<file path="src/rtl/hdmi_pkg.sv">
// Shared types, TMDS code constants and 640x480@60 timing defaults for the HDMI source.
// Pure declarations and helper functions; no state, no flow control.
package hdmi_pkg;

  localparam int FRAME_WIDTH_DEF   = 800;
  localparam int FRAME_HEIGHT_DEF  = 525;
  localparam int SCREEN_WIDTH_DEF  = 640;
  localparam int SCREEN_HEIGHT_DEF = 480;
  localparam int HSYNC_START_DEF   = 16;
  localparam int HSYNC_WIDTH_DEF   = 96;
  localparam int VSYNC_START_DEF   = 10;
  localparam int VSYNC_WIDTH_DEF   = 2;

  // Fixed per-line data-island placement (cx values)
  localparam logic [9:0] DI_PRE_X0   = 10'd2;
  localparam logic [9:0] DI_GUARD_X0 = 10'd10;
  localparam logic [9:0] DI_DATA_X0  = 10'd12;
  localparam logic [9:0] DI_TRAIL_X0 = 10'd44;
  localparam logic [9:0] DI_END_X0   = 10'd46;

  typedef enum logic [2:0] {
    CONTROL,
    DI_PREAMBLE,
    DI_GUARD,
    DI_DATA,
    VID_PREAMBLE,
    VID_GUARD,
    VIDEO
  } period_t;

  localparam logic [9:0] CTL_00 = 10'b1101010100;
  localparam logic [9:0] CTL_01 = 10'b0010101011;
  localparam logic [9:0] CTL_10 = 10'b0101010100;
  localparam logic [9:0] CTL_11 = 10'b1010101011;

  localparam logic [9:0] DI_GUARD_CODE  = 10'b0100110011;
  localparam logic [9:0] VID_GUARD_CH02 = 10'b1011001100;
  localparam logic [9:0] VID_GUARD_CH1  = 10'b0100110011;

  function automatic logic [9:0] ctl_code(input logic [1:0] c);
    unique case (c)
      2'b00:   return CTL_00;
      2'b01:   return CTL_01;
      2'b10:   return CTL_10;
      default: return CTL_11;
    endcase
  endfunction

  function automatic logic [9:0] terc4(input logic [3:0] d);
    unique case (d)
      4'h0:    return 10'b1010011100;
      4'h1:    return 10'b1001100011;
      4'h2:    return 10'b1011100100;
      4'h3:    return 10'b1011100010;
      4'h4:    return 10'b0101110001;
      4'h5:    return 10'b0100011110;
      4'h6:    return 10'b0110001110;
      4'h7:    return 10'b0100111100;
      4'h8:    return 10'b1011001100;
      4'h9:    return 10'b0100111001;
      4'hA:    return 10'b0110011100;
      4'hB:    return 10'b1011000110;
      4'hC:    return 10'b1010001110;
      4'hD:    return 10'b1001110001;
      4'hE:    return 10'b0101100011;
      default: return 10'b1011000011;
    endcase
  endfunction

  function automatic logic [3:0] ones8(input logic [7:0] v);
    logic [3:0] n;
    n = '0;
    for (int i = 0; i < 8; i++) n = n + {3'b000, v[i]};
    return n;
  endfunction

  // First DVI stage: transition-minimised word, bit 8 set when XOR was used
  function automatic logic [8:0] tmds_min(input logic [7:0] d);
    logic [8:0] q;
    logic       xn;
    xn   = (ones8(d) > 4'd4) || (ones8(d) == 4'd4 && !d[0]);
    q    = '0;
    q[0] = d[0];
    for (int i = 1; i < 8; i++) q[i] = xn ? ~(q[i-1] ^ d[i]) : (q[i-1] ^ d[i]);
    q[8] = ~xn;
    return q;
  endfunction

endpackage

</file>
<file path="src/rtl/hdmi_tmds_frame_gen_tmds_channel.sv">
// One TMDS lane: selects control/TERC4/guard/video character and owns the running disparity.
// Latency 1 cycle (registered character); free-running, no backpressure.
module tmds_channel
  import hdmi_pkg::*;
#(
  parameter int CHANNEL = 0
) (
  input  logic       clk_pixel,
  input  logic       reset,
  input  period_t    mode,
  input  logic [7:0] vid_dat,
  input  logic [1:0] ctl,
  input  logic [3:0] terc4_dat,
  output logic [9:0] tmds
);

  logic [8:0]        q_m;
  logic [3:0]        n1_q;
  logic signed [5:0] bal_w;
  logic signed [4:0] bal;
  logic signed [4:0] disp;
  logic signed [4:0] disp_nxt;
  logic [9:0]        vid_code;
  logic [9:0]        code_nxt;

  always_comb begin
    q_m   = tmds_min(vid_dat);
    n1_q  = ones8(q_m[7:0]);
    // ones minus zeros of the 8 data bits, range -8..+8
    bal_w = $signed({1'b0, n1_q, 1'b0}) - 6'sd8;
    bal   = bal_w[4:0];
    if (disp == 5'sd0 || bal == 5'sd0) begin
      vid_code = {~q_m[8], q_m[8], q_m[8] ? q_m[7:0] : ~q_m[7:0]};
      disp_nxt = q_m[8] ? disp + bal : disp - bal;
    end else if (disp[4] == bal[4]) begin
      vid_code = {1'b1, q_m[8], ~q_m[7:0]};
      disp_nxt = disp - bal + (q_m[8] ? 5'sd2 : 5'sd0);
    end else begin
      vid_code = {1'b0, q_m[8], q_m[7:0]};
      disp_nxt = disp + bal - (q_m[8] ? 5'sd0 : 5'sd2);
    end
  end

  always_comb begin
    code_nxt = ctl_code(ctl);
    unique case (mode)
      VIDEO:     code_nxt = vid_code;
      DI_DATA:   code_nxt = terc4(terc4_dat);
      DI_GUARD:  code_nxt = (CHANNEL == 0) ? terc4(terc4_dat) : DI_GUARD_CODE;
      VID_GUARD: code_nxt = (CHANNEL == 1) ? VID_GUARD_CH1 : VID_GUARD_CH02;
      default:   code_nxt = ctl_code(ctl);
    endcase
  end

  always_ff @(posedge clk_pixel) begin
    if (reset) begin
      tmds <= CTL_00;
      disp <= 5'sd0;
    end else begin
      tmds <= code_nxt;
      disp <= (mode == VIDEO) ? disp_nxt : 5'sd0;
    end
  end

endmodule

</file>
<file path="src/rtl/hdmi_tmds_frame_gen.sv">
// HDMI 640x480@60 source: raster counters, sync, period decode and three TMDS lanes with a test pattern.
// tmds lags cx/cy by 1 cycle; free-running, no backpressure toward the serializer.
module hdmi_tmds_frame_gen
  import hdmi_pkg::*;
#(
  parameter int FRAME_WIDTH   = FRAME_WIDTH_DEF,
  parameter int FRAME_HEIGHT  = FRAME_HEIGHT_DEF,
  parameter int SCREEN_WIDTH  = SCREEN_WIDTH_DEF,
  parameter int SCREEN_HEIGHT = SCREEN_HEIGHT_DEF,
  parameter int HSYNC_START   = HSYNC_START_DEF,
  parameter int HSYNC_WIDTH   = HSYNC_WIDTH_DEF,
  parameter int VSYNC_START   = VSYNC_START_DEF,
  parameter int VSYNC_WIDTH   = VSYNC_WIDTH_DEF
) (
  input  logic            clk_pixel,
  input  logic            reset,
  output logic [2:0][9:0] tmds,
  output logic [9:0]      cx,
  output logic [9:0]      cy,
  output logic            hsync,
  output logic            vsync,
  output logic [9:0]      frame_width,
  output logic [9:0]      frame_height
);

  localparam logic [9:0] CX_LAST      = 10'(FRAME_WIDTH - 1);
  localparam logic [9:0] CY_LAST      = 10'(FRAME_HEIGHT - 1);
  localparam logic [9:0] VID_X0       = 10'(FRAME_WIDTH - SCREEN_WIDTH);
  localparam logic [9:0] VID_Y0       = 10'(FRAME_HEIGHT - SCREEN_HEIGHT);
  localparam logic [9:0] VID_GUARD_X0 = 10'(FRAME_WIDTH - SCREEN_WIDTH - 2);
  localparam logic [9:0] VID_PRE_X0   = 10'(FRAME_WIDTH - SCREEN_WIDTH - 10);
  localparam logic [9:0] HS_X0        = 10'(HSYNC_START);
  localparam logic [9:0] HS_X1        = 10'(HSYNC_START + HSYNC_WIDTH);
  localparam logic [9:0] VS_Y0        = 10'(VSYNC_START);
  localparam logic [9:0] VS_Y1        = 10'(VSYNC_START + VSYNC_WIDTH);

  period_t    period;
  logic       active_y;
  logic [1:0] ctl0, ctl1, ctl2;
  logic [3:0] terc0;
  logic [7:0] red, green;
  logic [9:0] tmds0, tmds1, tmds2;

  assign frame_width  = 10'(FRAME_WIDTH);
  assign frame_height = 10'(FRAME_HEIGHT);

  always_ff @(posedge clk_pixel) begin
    if (reset) begin
      cx <= '0;
      cy <= '0;
    end else if (cx == CX_LAST) begin
      cx <= '0;
      cy <= (cy == CY_LAST) ? 10'd0 : cy + 10'd1;
    end else begin
      cx <= cx + 10'd1;
    end
  end

  assign hsync    = ~(cx >= HS_X0 && cx < HS_X1);
  assign vsync    = ~(cy >= VS_Y0 && cy < VS_Y1);
  assign active_y = (cy >= VID_Y0);

  always_comb begin
    period = CONTROL;
    if (cx >= DI_PRE_X0 && cx < DI_GUARD_X0)        period = DI_PREAMBLE;
    else if (cx >= DI_GUARD_X0 && cx < DI_DATA_X0)  period = DI_GUARD;
    else if (cx >= DI_DATA_X0 && cx < DI_TRAIL_X0)  period = DI_DATA;
    else if (cx >= DI_TRAIL_X0 && cx < DI_END_X0)   period = DI_GUARD;
    else if (active_y) begin
      if (cx >= VID_X0)            period = VIDEO;
      else if (cx >= VID_GUARD_X0) period = VID_GUARD;
      else if (cx >= VID_PRE_X0)   period = VID_PREAMBLE;
    end
  end

  // Sync rides on lane 0; the null packet header bit 3 is clear only on its first character
  assign ctl0  = {vsync, hsync};
  assign ctl1  = (period == DI_PREAMBLE || period == VID_PREAMBLE) ? 2'b01 : 2'b00;
  assign ctl2  = (period == DI_PREAMBLE) ? 2'b01 : 2'b00;
  assign terc0 = (period == DI_DATA) ? {cx != DI_DATA_X0, 1'b0, vsync, hsync}
                                     : {2'b11, vsync, hsync};

  assign red   = cx[7:0] - VID_X0[7:0];
  assign green = cy[7:0] - VID_Y0[7:0];

  tmds_channel #(.CHANNEL(0)) u_ch0 (
    .clk_pixel (clk_pixel),
    .reset     (reset),
    .mode      (period),
    .vid_dat   (8'h80),
    .ctl       (ctl0),
    .terc4_dat (terc0),
    .tmds      (tmds0)
  );

  tmds_channel #(.CHANNEL(1)) u_ch1 (
    .clk_pixel (clk_pixel),
    .reset     (reset),
    .mode      (period),
    .vid_dat   (green),
    .ctl       (ctl1),
    .terc4_dat (4'b0000),
    .tmds      (tmds1)
  );

  tmds_channel #(.CHANNEL(2)) u_ch2 (
    .clk_pixel (clk_pixel),
    .reset     (reset),
    .mode      (period),
    .vid_dat   (red),
    .ctl       (ctl2),
    .terc4_dat (4'b0000),
    .tmds      (tmds2)
  );

  assign tmds = {tmds2, tmds1, tmds0};

endmodule

</file>
<file path="config.mk">
export PLATFORM = sky130hd
export DESIGN_NAME = hdmi_tmds_frame_gen
export DESIGN_NICKNAME = d
export VERILOG_FILES = /design/src/rtl/hdmi_pkg.sv /design/src/rtl/hdmi_tmds_frame_gen_tmds_channel.sv /design/src/rtl/hdmi_tmds_frame_gen.sv
export SDC_FILE = /design/constraint.sdc
export NUM_CORES = 1
export LEC_CHECK = 0
export CAP_MARGIN = 20
export CORE_UTILIZATION = 25
export CTS_CLUSTER_DIAMETER = 30
export DETAILED_ROUTE_END_ITERATION = 10
export DONT_BUFFER_PORTS = 1
export PLACE_DENSITY = 0.37
export RECOVER_POWER = 100
export SYNTH_ARGS = -nofsm -noshare
export SYNTH_HDL_FRONTEND = slang
export SYNTH_SLANG_ARGS = --single-unit
</file>
<file path="constraint.sdc">
create_clock -name clk_pixel -period 9.3 [get_ports clk_pixel]
set_input_delay 1.86 -clock clk_pixel [delete_from_list [all_inputs] [get_ports clk_pixel]]
set_output_delay 1.86 -clock clk_pixel [all_outputs]
set_load 0.02 [all_outputs]
</file>
Run 1, cells by drive strength:
Scale bar: 50 um.
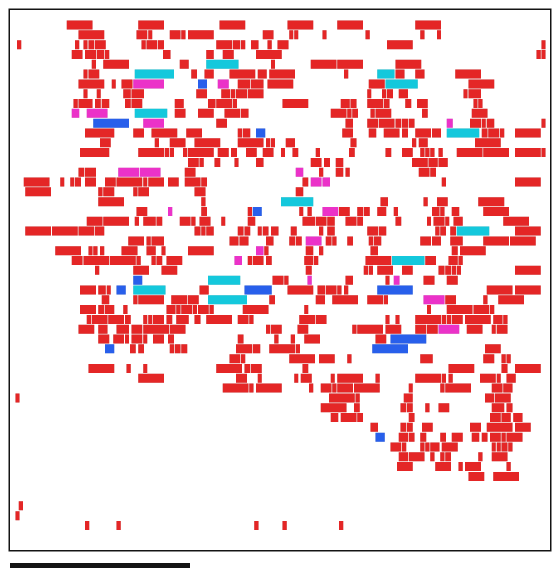
| colour | size | cells |
|---|---|---|
| cyan | _6 and larger | 12 |
| red | _0 and _1 cells | 567 |
| blue | _3 and _4 cells | 12 |
| magenta | _2 cells | 20 |
Non-clock buffers: 9
Final Worst Setup Slack: 870 ps

Run 1, cell classes on the final placement:
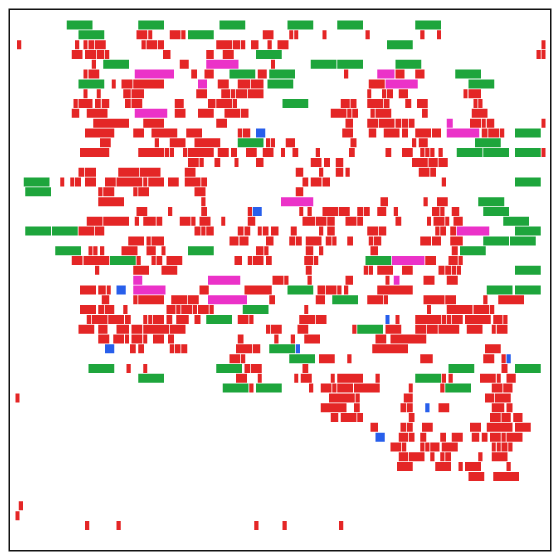
| colour | class | cells | share of their area |
|---|---|---|---|
| red | combinational and other logic | 524 | 71% |
| blue | other buffers and delay cells | 9 | 0.95% |
| green | flops | 62 | 22% |
| magenta | clock drivers and dummy loads | 16 | 5.8% |
fraction of standard cell area that is sequential: 0.211
Post-Layout Inst Area: 5890 um^2

Run 1, I/O nets highlighted:
Scale bar: 50 um.
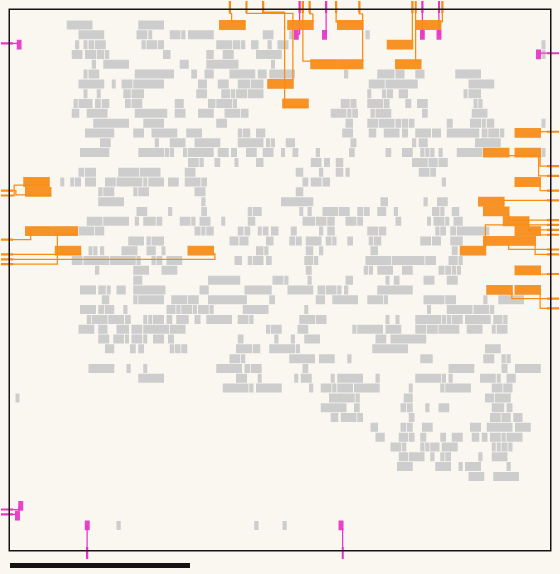
| colour | port | bits | direction | edge | end cells | buffers | wire |
|---|---|---|---|---|---|---|---|
| magenta | frame_height | 10 | output | 4 top, 3 left, 2 bottom, 1 right | 10 | 0 | 47.6 um |
| orange | tmds | 30 | output | 14 right, 10 top, 6 left | 30 | 0 | 431 um |
count of input and output buffers: 0
top-level port count: 74

Run 1, clock network drawn from the DEF:
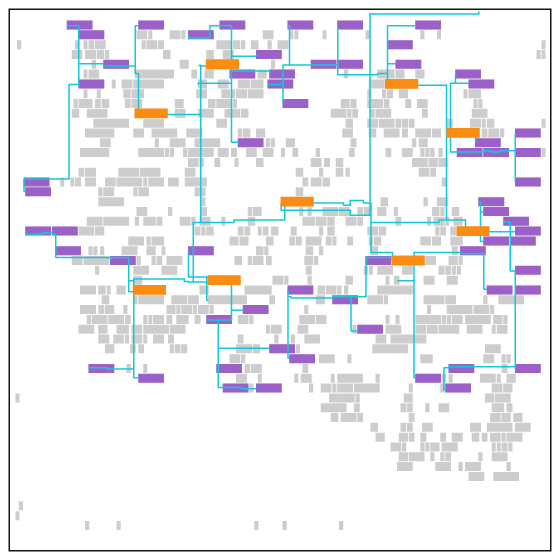
[purple] flip-flops | count: 62
[cyan] clock wires | length: 1,170 um
[orange] clock drivers | count: 9
routed clock nets: 10

==> summary.txt, run 1 <==
Implementation summary

Ranked by total cell area, the synthesized netlist is headed by dfxtp_1 23%, ha_1 13%, xnor2_1 7.7%, fa_1 7.3%, xor2_1 3.9%. The area fraction in mux cells is 0.0117. Summing over the stages, the warning tally comes to 51.

Per the synth stats, the proportion of register bits with asynchronous set or reset is 0. The checks that failed: capacitance limit, slew limit. The number of clock buffer instances in the layout is 10. After clock tree synthesis, the setup repair step added 0 buffers. The number of gates resized after CTS was 0. The required time at the worst endpoint is listed as ~9500 ps. The most used routing layer is met2.

The launch instance of the worst min-delay path is u_ch0.disp[3]$_SDFF_PP0_. The maximum clock frequency is 0.119 GHz. Per the synthesis report, the AND-OR/OR-AND share of the synthesized area is 0.149. For reference, the final report shows the max-slew violation count at 14. The cell with the most instances on the worst path is fa_1. The final number of hold-violating endpoints is 0. The instance count of the mapped netlist is a little over 600. Entering global routing, the biggest net connects 16 pins. The worst setup timing slack at the placement stage is 989 ps. By instance count after routing, the leading logic cell types are 62 x dfxtp_1, 55 x ha_1, 54 x nor2_1.

The first-pass iteration count of the detailed router is 4. The type of destination of the critical path is a flop. The fraction of cell area in multi-input combinational cells is reported as 0.632. Of the synthesized area, sequential elements account for 0.228. The maximum VDD drop is 0.000148 V. The internal cell power is about 850 uW. The dominant delay contributor by cell family on the critical path is adder cells. The synthesized netlist was found by Yosys to have 616 cells. The synthesis stat section lists a flop and latch total of 62. In the global route stage, overall resource usage came out at 0.129. For this design the static power due to leakage is 2.46 nW. The report counts max-capacitance violations totalling 1.

The synthesis run identifies the leading combinational cell family as adder cells. The number of vias per cell is 4.50. In this run, the synthesized area fraction spent on adder and majority cells is recorded as 0.200. Looking at the critical path, the highest net fanout was 11. TritonCTS reports the number of clock sinks as 62.

The power report attributes to the combinational group a share of 0.538. The endpoint of the worst hold-timing path is u_ch0.disp[4]$_SDFF_PP0_. The number of buffers inserted during clock tree synthesis is 9. For reference, the placement row count at floorplan is between 50 and 60. Of the total power, registers draw 0.207. The post-route antenna net violation count is 0. Per the CTS log, the maximum H-tree level is 3. The number of gates on the worst path with buffers counted is 29.

The worst slew margin relative to its limit is -0.450. The flow reports power dissipated in combinational cells as 781 uW. Yosys mapped a number of flops with a built-in enable equal to 0. Looking at area per cell type in the netlist, the leader is dfxtp_1.

After legalization and detailed placement, the total HPWL measured 10,800 um. Once placement finished, the instance area stood at 5650 um^2. The flop-to-flop setup slack is 870 ps. Counting cells, the worst reg-to-reg path comes to 29. The met3 track utilization from global routing is 0.0348. The flow inserted approximately 280 tap cells. The clock-cell share of area is 0.0551. The worst hold slack is 444 ps. After layout, the setup clock skew is reported as 11.0 ps. The chip area line of the yosys report is ~5500 um^2.

The power share of the clock group is 0.256. The count of filler cells inserted in the layout is 2,311. The synthesis log from Yosys contains 0 warnings.

The flow ran to the end, but the final reports show violations. The topmost layer with routed signal wires is met4. Endpoints with negative setup slack in the final report add up to 0.
==> run 1 -> run 2 <==
--- a/config.mk
+++ b/config.mk
@@ -5,13 +5,13 @@
 export SDC_FILE = /design/constraint.sdc
 export NUM_CORES = 1
 export LEC_CHECK = 0
-export CAP_MARGIN = 20
 export CORE_UTILIZATION = 25
 export CTS_CLUSTER_DIAMETER = 30
 export DETAILED_ROUTE_END_ITERATION = 10
 export DONT_BUFFER_PORTS = 1
 export PLACE_DENSITY = 0.37
 export RECOVER_POWER = 100
+export SLEW_MARGIN = 25
 export SYNTH_ARGS = -nofsm -noshare
 export SYNTH_HDL_FRONTEND = slang
 export SYNTH_SLANG_ARGS = --single-unit
Run 2, cell classes on the final placement:
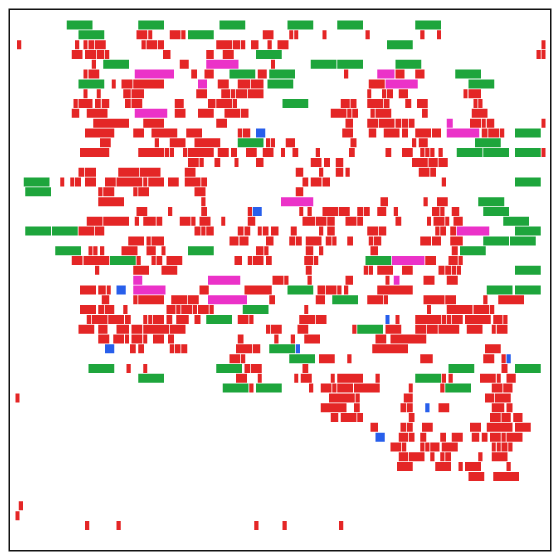
| colour | class | cells | share of their area |
|---|---|---|---|
| red | combinational and other logic | 524 | 71% |
| magenta | clock drivers and dummy loads | 16 | 5.8% |
| blue | other buffers and delay cells | 9 | 0.95% |
| green | flops | 62 | 22% |

Run 2, I/O nets highlighted:
Scale bar: 50 um.
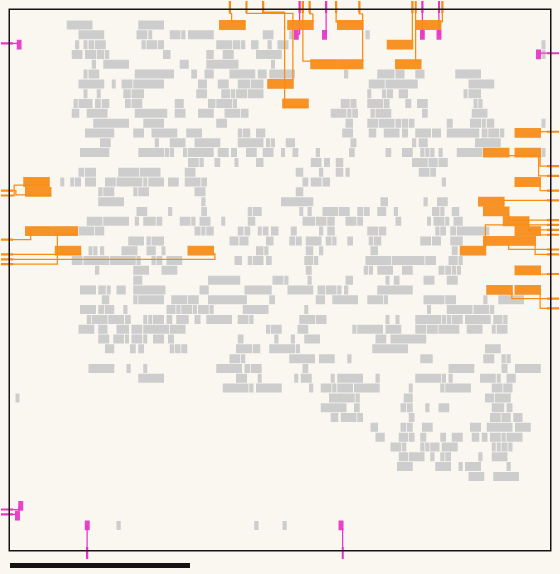
| colour | port | bits | direction | edge | end cells | buffers | wire |
|---|---|---|---|---|---|---|---|
| orange | tmds | 30 | output | 14 right, 10 top, 6 left | 30 | 0 | 431 um |
| magenta | frame_height | 10 | output | 4 top, 3 left, 2 bottom, 1 right | 10 | 0 | 47.6 um |

Run 2, clock wiring as the flow saved it:
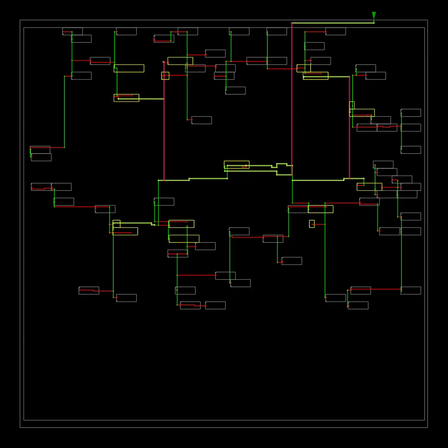
Skew-Pair Late Insertion Delay: 350 ps
worst-case clock skew: 11.0 ps
clock buffer count in the final layout: 10
clk pwr: 372 uW
Num Clock Sinks: 62

==> run 2 against run 1 <==
Compared with the run above: flip-flop count did not move; via count did not move; setup slack did not move; wire length did not move; critical path type unchanged; final cell count did not move; the run still ends with capacitance limit, slew limit left; combinational power barely moved; largest power group unchanged.
==> summary.txt, run 2 <==
Implementation summary

Status: finished, violations left (unchanged). The register area share after synthesis is 0.228 (unchanged). The number of gates on the worst path with buffers counted was 29 (unchanged). The number of standard cells reported by yosys came to 616 (unchanged).

The count of warnings emitted by yosys is 0 (unchanged). The maximum clock frequency is 0.119 GHz (unchanged). The multi-input logic portion of the cell area came to 0.632 (unchanged). The clock-cell share of area came to 0.0551 (unchanged). The internal cell power is 850 uW (unchanged). The number of violations of the max-capacitance limit is 1 (unchanged). The well tap count is 275 (unchanged). The dominant combinational cell family by area after synthesis was adder cells (unchanged).

The number of vias per cell was 4.50 (unchanged). The CTS H-tree depth is 3 (unchanged). The post-detailed-placement half-perimeter wirelength is 10,800 um (unchanged). The placed standard-cell area is 5650 um^2 (unchanged). The flip-flop and latch count after synthesis came to 62 (unchanged). The pin count of the biggest net entering global routing is 16 (unchanged). The flop-to-flop setup slack is 870 ps (about the same). The count of filler cells inserted in the layout was 2,311 (unchanged). The worst flop-to-flop path endpoint is u_ch2.tmds[5]$_SDFF_PP0_ (unchanged). The first-pass iteration count of the detailed router was 4 (unchanged). The endpoint of the worst hold-timing path is u_ch0.disp[4]$_SDFF_PP0_ (unchanged). The cell row count is 53 (unchanged). The maximum VDD drop came to 0.000148 V (unchanged). The total of cells resized after clock tree synthesis came to 0 (unchanged). The post-CTS setup buffer count is 0 (unchanged). Violations in the final reports: capacitance limit, slew limit (unchanged). The cell with the most instances on the worst path is fa_1 (unchanged). The final worst slack is 870 ps (unchanged). The worst setup timing slack at the placement stage is 989 ps (unchanged). Top cells, area: dfxtp_1 23%, ha_1 13%, xnor2_1 7.7%, fa_1 7.3%, xor2_1 3.9% (unchanged). The instance count of the mapped netlist is 616 (unchanged).

The count of pins over their slew limit was 14 (unchanged). The static leakage is 2.46 nW (unchanged). The most used routing layer is met2 (unchanged). The total number of warnings across the stage logs is 51 (unchanged). The number of buffers inserted during clock tree synthesis was 9 (unchanged). The combinational group share of total power is 0.538 (about the same). Most frequent logic cells in the routed design: 62 x dfxtp_1, 55 x ha_1, 54 x nor2_1 (unchanged). The share of cell area taken by flip-flops and latches is 0.211 (unchanged).

The chip area line of the yosys report is 5450 um^2 (unchanged). The total setup violations reported at the end of the flow came to 0 (unchanged). The topmost layer with routed signal wires is met4 (unchanged).

The area fraction in mux cells came to 0.0117 (unchanged). The worst hold slack was 444 ps (unchanged). The length in cells of the worst reg-to-reg path came to 29 (unchanged). The fraction of the mapped netlist area in compound gates is 0.149 (unchanged).

The cell type with the largest total area after synthesis is dfxtp_1 (unchanged). The number of enable-type register cells in the synthesized netlist is 0 (unchanged). The post-route antenna net violation count is 0 (unchanged).

The proportion of register bits with asynchronous set or reset after synthesis is 0 (unchanged). The launch instance of the worst min-delay path is u_ch0.disp[3]$_SDFF_PP0_ (unchanged). The post-route cell area is 5890 um^2 (unchanged). The met3 track utilization from global routing is 0.0348 (unchanged). The count of boundary I/O pins is 74 (unchanged).
Run 2, cells by drive strength:
Scale bar: 50 um.
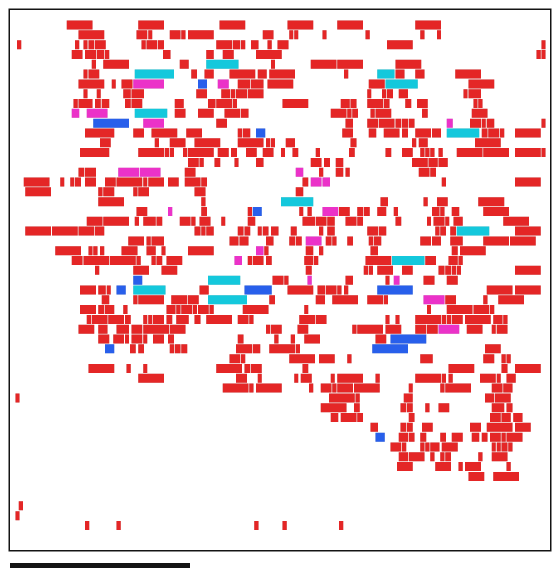

==> run 2 -> run 3 <==
--- a/config.mk
+++ b/config.mk
@@ -5,12 +5,13 @@
 export SDC_FILE = /design/constraint.sdc
 export NUM_CORES = 1
 export LEC_CHECK = 0
-export CORE_UTILIZATION = 25
+export CORE_UTILIZATION = 40
 export CTS_CLUSTER_DIAMETER = 30
 export DETAILED_ROUTE_END_ITERATION = 10
 export DONT_BUFFER_PORTS = 1
-export PLACE_DENSITY = 0.37
+export PLACE_DENSITY = 0.53
 export RECOVER_POWER = 100
+export SETUP_SLACK_MARGIN = 0.15
 export SLEW_MARGIN = 25
 export SYNTH_ARGS = -nofsm -noshare
 export SYNTH_HDL_FRONTEND = slang
Run 3, cells by drive strength:
Scale bar: 20 um.
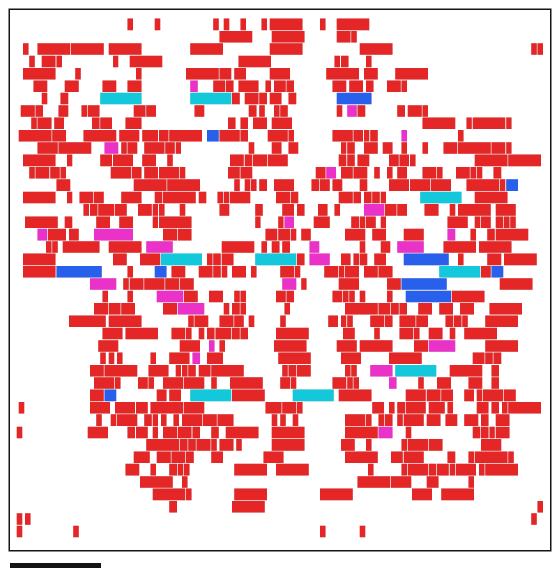
| colour | size | cells |
|---|---|---|
| blue | _3 and _4 cells | 10 |
| cyan | _6 and larger | 9 |
| red | _0 and _1 cells | 566 |
| magenta | _2 cells | 24 |
Post-Layout Inst Area: 5690 um^2
Non-clock buffers: 8
Layout area overhead: 4.43%

Run 3, clock network drawn from the DEF:
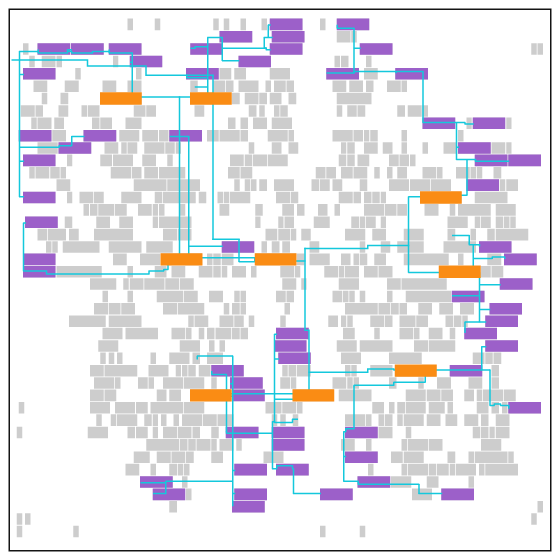
[orange] clock drivers | count: 9
[purple] flip-flops | count: 62
[cyan] clock wires | length: 961 um
routed clock nets: 10
clk pwr: 292 uW
worst-case clock skew: 5.98 ps

Run 3, I/O nets highlighted:
Scale bar: 20 um.
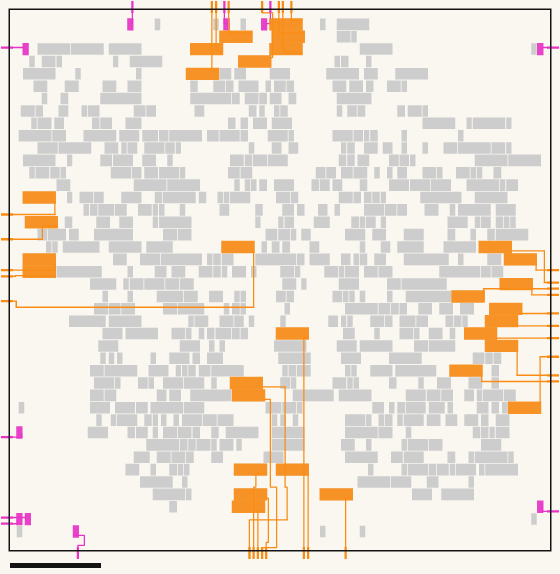
| colour | port | bits | direction | edge | end cells | buffers | wire |
|---|---|---|---|---|---|---|---|
| orange | tmds | 30 | output | 10 right, 8 bottom, 7 top, 5 left | 30 | 0 | 498 um |
| magenta | frame_height | 10 | output | 4 left, 3 top, 2 right, 1 bottom | 10 | 0 | 31.1 um |

==> run 3 against run 2 <==
Compared with the run above: synthesized cell count unchanged; sequential share of layout area up 0.71 points; the flow still finishes with violations (capacitance limit, slew limit); die size down 37%; utilization up 15 points; clock skew down 5.0 ps; count of clock-buffer cells in the layout unchanged; non-clock buffer count down 1; fmax up 0.35%; global-route usage up 5.4 points; first-iteration DRC count up 11%; critical path depth unchanged; largest power group unchanged.
==> summary.txt, run 3 <==
Implementation summary

The topmost layer with routed signal wires is met4 (unchanged). The cell row count is 42 (was 53). The CTS H-tree depth was 3 (unchanged). The DRC violation count after routing is 0 (unchanged).

The combinational group share of total power is 0.566 (was 0.538). The share of cell area taken by flip-flops and latches is 0.218 (was 0.211). The dominant combinational cell family by area after synthesis is adder cells (unchanged). The critical path startpoint is cy[1]$_SDFFE_PP0P_ (was cx[1]$_SDFF_PP0_).

The share of total power in sequential cells is 0.220 (was 0.207). The final worst slack was 900 ps (was 870 ps). The post-route antenna net violation count is 0 (unchanged).

Most frequent logic cells in the routed design: 62 x dfxtp_1, 55 x ha_1, 54 x nor2_1 (unchanged). The critical path data required time came to 9480 ps (was 9530 ps). The number of clock buffer instances in the layout is 10 (unchanged). The termination of the worst setup path is u_ch1.tmds[4]$_SDFF_PP1_ (was u_ch2.tmds[5]$_SDFF_PP0_). The proportion of register bits with asynchronous set or reset after synthesis is 0 (unchanged). The total number of warnings across the stage logs was 51 (unchanged). Status: finished, violations left (unchanged). The sequential power came to 300 uW (about the same). The worst setup timing slack at the placement stage is 990 ps (was 989 ps). The well tap count is 176 (was 275).

The number of enable-type register cells in the synthesized netlist is 0 (unchanged). The total of cells resized after clock tree synthesis came to 0 (unchanged). The count of clock tree sinks is 62 (unchanged). The sum of routed wire length over all layers is 12,400 um (was 14,000 um). The multi-input logic portion of the cell area is 0.654 (was 0.632). Top cells, area: dfxtp_1 23%, ha_1 13%, xnor2_1 7.7%, fa_1 7.3%, xor2_1 3.9% (unchanged). The length of routed met3 wiring came to 593 um (was 614 um). The number of vias per cell is 5.12 (was 4.50). The flip-flop and latch count after synthesis came to 62 (unchanged). The maximum clock frequency is 0.119 GHz (about the same). The instance count of the mapped netlist is 616 (unchanged). The clock insertion delay at the later pin of the skew report is 330 ps (was 350 ps). The share of synthesized cell area in and, or, nand and nor gates is 0.151 (unchanged).

The power share of the clock group is 0.214 (was 0.256). The post-detailed-placement half-perimeter wirelength is 9740 um (was 10,800 um). The count of pins over their slew limit came to 14 (unchanged). The static leakage was 2.42 nW (was 2.46 nW).

The worst slew margin relative to its limit was -0.0963 (was -0.450). The number of standard cells reported by yosys is 616 (unchanged). The launch instance of the worst min-delay path is u_ch0.disp[3]$_SDFF_PP0_ (unchanged). The chip area line of the yosys report was 5450 um^2 (unchanged). The synthesized-area fraction occupied by adder cells is 0.200 (unchanged). The internal cell power is 780 uW (was 850 uW). The cell with the most instances on the worst path is fa_1 (unchanged). The count of warnings emitted by yosys was 0 (unchanged).

The dominant kind of cell is combinational gates (unchanged). The most frequent cell after synthesis is dfxtp_1 (unchanged). The flop-to-flop setup slack is 900 ps (was 870 ps).

The worst hold slack is 439 ps (was 444 ps). The count of boundary I/O pins is 74 (unchanged). The most used routing layer is met2 (unchanged). The met3 track utilization from global routing is 0.0492 (was 0.0348). The area share of the largest cell type after synthesis is 0.228 (unchanged).

The maximum fanout along the worst path is 11 (unchanged). The maximum VDD drop is 0.000151 V (was 0.000148 V). The overall track demand over capacity in global routing came to 0.183 (was 0.129). The number of gates on the worst path with buffers counted is 29 (unchanged). The clock-cell share of area is 0.0450 (was 0.0551). The worst flop-to-flop path endpoint is u_ch1.tmds[4]$_SDFF_PP1_ (was u_ch2.tmds[5]$_SDFF_PP0_). The number of buffers inserted during clock tree synthesis is 9 (unchanged). The post-CTS setup buffer count came to 0 (unchanged). The length in cells of the worst reg-to-reg path is 29 (unchanged). The area fraction in mux cells was 0.0117 (unchanged). The number of violations of the max-capacitance limit is 1 (unchanged). The xor/xnor share of the synthesized area is 0.169 (unchanged). The first-pass iteration count of the detailed router is 4 (unchanged). The pin count of the biggest net entering global routing is 15 (was 16). The switching power of the nets is 585 uW (was 603 uW). The fraction of the mapped netlist area in compound gates came to 0.149 (unchanged).

The combinational power is 773 uW (was 781 uW). Violations in the final reports: capacitance limit, slew limit (unchanged). The mean cell area of the mapped netlist came to 8.85 um^2 (unchanged).

The type of destination of the critical path is a flop (unchanged). The dominant delay contributor by cell family on the critical path is adder cells (unchanged). The register area share after synthesis came to 0.228 (unchanged). The endpoint of the worst hold-timing path is u_ch0.disp[4]$_SDFF_PP0_ (unchanged). The total setup violations reported at the end of the flow came to 0 (unchanged). The cell type with the largest total area after synthesis was dfxtp_1 (unchanged). The count of filler cells inserted in the layout is 1,357 (was 2,311). The final number of hold-violating endpoints was 0 (unchanged). The routed via count is 4,019 (was 3,986). The count of port buffers added during placement is 0 (unchanged). The aggregate global routing overflow is 0 (unchanged).

The placed standard-cell area is 5520 um^2 (was 5650 um^2).
Power and IR drop assume default switching activity.
